Design servo_pwm_array_avalon, sky130hd; sources not shown.
**Routing congestion map**

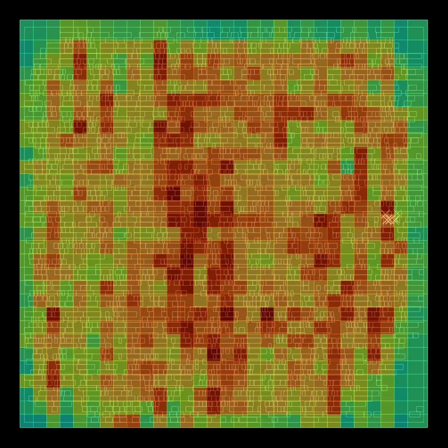
M1 GR Usage: 44.51%
Total Routing Usage GR: 32.23%
M2 GR Usage: 49.78%
busiest layer in global routing: met2
M3 GR Usage: 7.136%

**Wiring by layer**

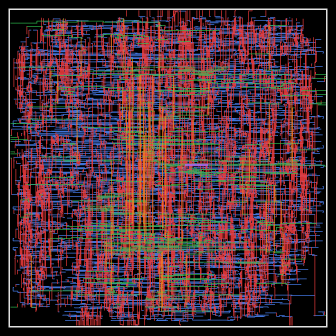
Key: M3 = green [wire length 5220 µm]; M5 = purple [wire length 13.8 µm]; M1 = blue [wire length 30.3 mm]; M4 = orange [wire length 2390 µm]; M2 = red [wire length 32.1 mm]
Routed wire per std cell: 22.87 µm
Routed WL: 69.94 mm
total number of vias: 19100

**Signal wires on met2**

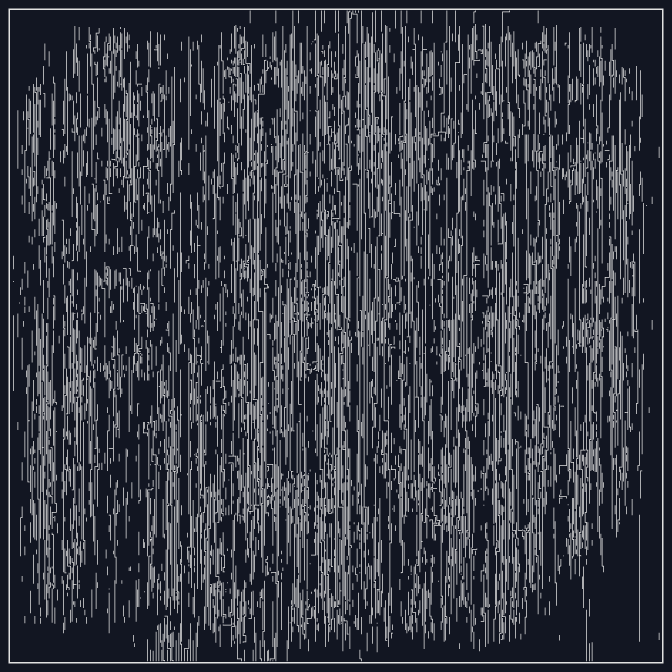
The longest straight run is 82.5 µm. The wires run mostly vertical. The layer carries 32.1 mm of wire. The layer holds 46% of the routed length.

**Local utilization**

The die is cut into 21 by 21 equal tiles; white is low, dark blue is high, 0 to 100% covered.
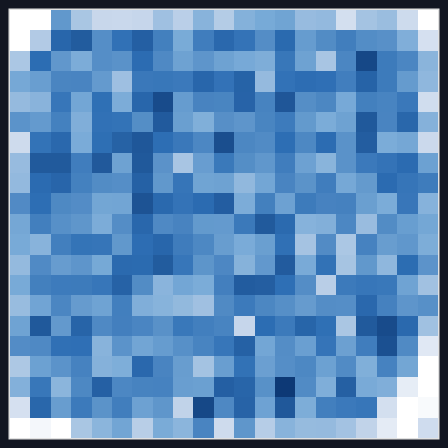
2.3% of the tiles are nearly empty. The mean over all tiles is 58%. 16% of the tiles are over 75% full. The fullest tile reaches 96%.
Finished Core Util: 62.95%
Core Region: 42040 µm²

==> flow_summary.yaml <==
# flow metrics
power:
  p_leak_nw: 12.30
  power_leader: "registers"
  powerDensity_nw_per_um2: 386.0
  pwr.group.sequential_mw: 5.15
  irDropWorstVdd_v: 0.0003664
  clk-power_mw: 4.15
  pg_comb_mw: 0.922
synthesis:
  yosys_area_um2: 23440
  ys_sh_simple_pct: 16.72
  ys_seq_share_pct: 50.45
  synth.area.top_cells: "dfrtp_1 49%, mux2_2 6.2%, ha_1 5.5%"
  synth_cell_types: 72
  synth_flop_count: 472
  common_cells: "463 x dfrtp_1, 245 x nand2_1, 225 x o21ai_0"
  ys_top_logic_family: "simple AND/OR/NAND/NOR gates"
  syn_nets: 2440
  yosysMostFrequentCell: "dfrtp_1"
  synthCells: 2293
  ys_sh_adder_pct: 5.499
  synth-edff-count: 0
  top_area_cell: "dfrtp_1"
global_route:
  grt_pass1_wl_mm: 108.2
  grt_pass1_vias: 18520
  grt_overflow: 0
drt:
  viasPerCell: 6.245
  top_layer: "met5"
  dr.pass1.iters: 9
  drc_errors: 21
  drt-initial-drc-count: 1766
  drtAntennaViolNets: 0
clocking:
  clkSinkCount: 472
  numCtsBuffers: 130
  clk_latency_ns: 0.88
  cts_max_path_buffers: 3
  cts_tree: "yes"
  cts_resized: 0
  htree_levels: 4
  cts_setup_buffers: 0
  clk_pin_slew_ns: 0.08
timing:
  fmax_mhz: 338.8
  hold_viol: 0
  holdWs_ns: 0.3390
  rsz0062_at_grt: "false"
  setup_ws_ns: 1.048
  period_minus_slack_ns: 2.952
  period_used_pct: 73.79
cells_and_area:
  synthToLayoutAreaGrowth_pct: 12.92
  largest_cell_class: "flip-flops and latches"
  stdcell_count: 3058
  final_area_um2: 26460
  buf_share_pct: 5.078
  n_all_buffers: 141
  antennaDiodeCount: 3
  comb_share_pct: 40.38
  logic_area_um2: 10690
  ff_count: 472
  seq_share_pct: 44.67
  final_common_cell: "dfrtp_1"
  lay_top_cells: "463 x dfrtp_1, 245 x nand2_1, 225 x o21ai_0"
  fillers: 3485
  nets: 2593
  comb_cells: 1586
  seqCellArea_um2: 11820
critical_path:
  crit_buf_inv: 1
  cp_max_fo: 2
  cp_top_family: "buffers and inverters"
  critPathLaunchType: "register"
  cp_cell_sequence: "clkdlybuf4s50_1"
  arrival_ns: 2.15
  reg2reg_setup_slack_ns: 1.05
  cpPeakStageDelay_ns: 0.85
  worstPathRequired_ns: 3.20
  reg2regPathDepth: 6
  path_class: "reg2out"
placement:
  hpwl_mm: 51.54
  place_area_um2: 24910
  portBuffers: 78
  post-place-cells: 2851
run:
  warnings: 30
  drv_cap: 0
run_status:
  status: "finished, violations left"
  violations: "design-rule violations"
min_path:
  hold_path_class: "in2reg"
die:
  rows: 75
  die_w_um: 210.4
Power and IR drop assume default switching activity.
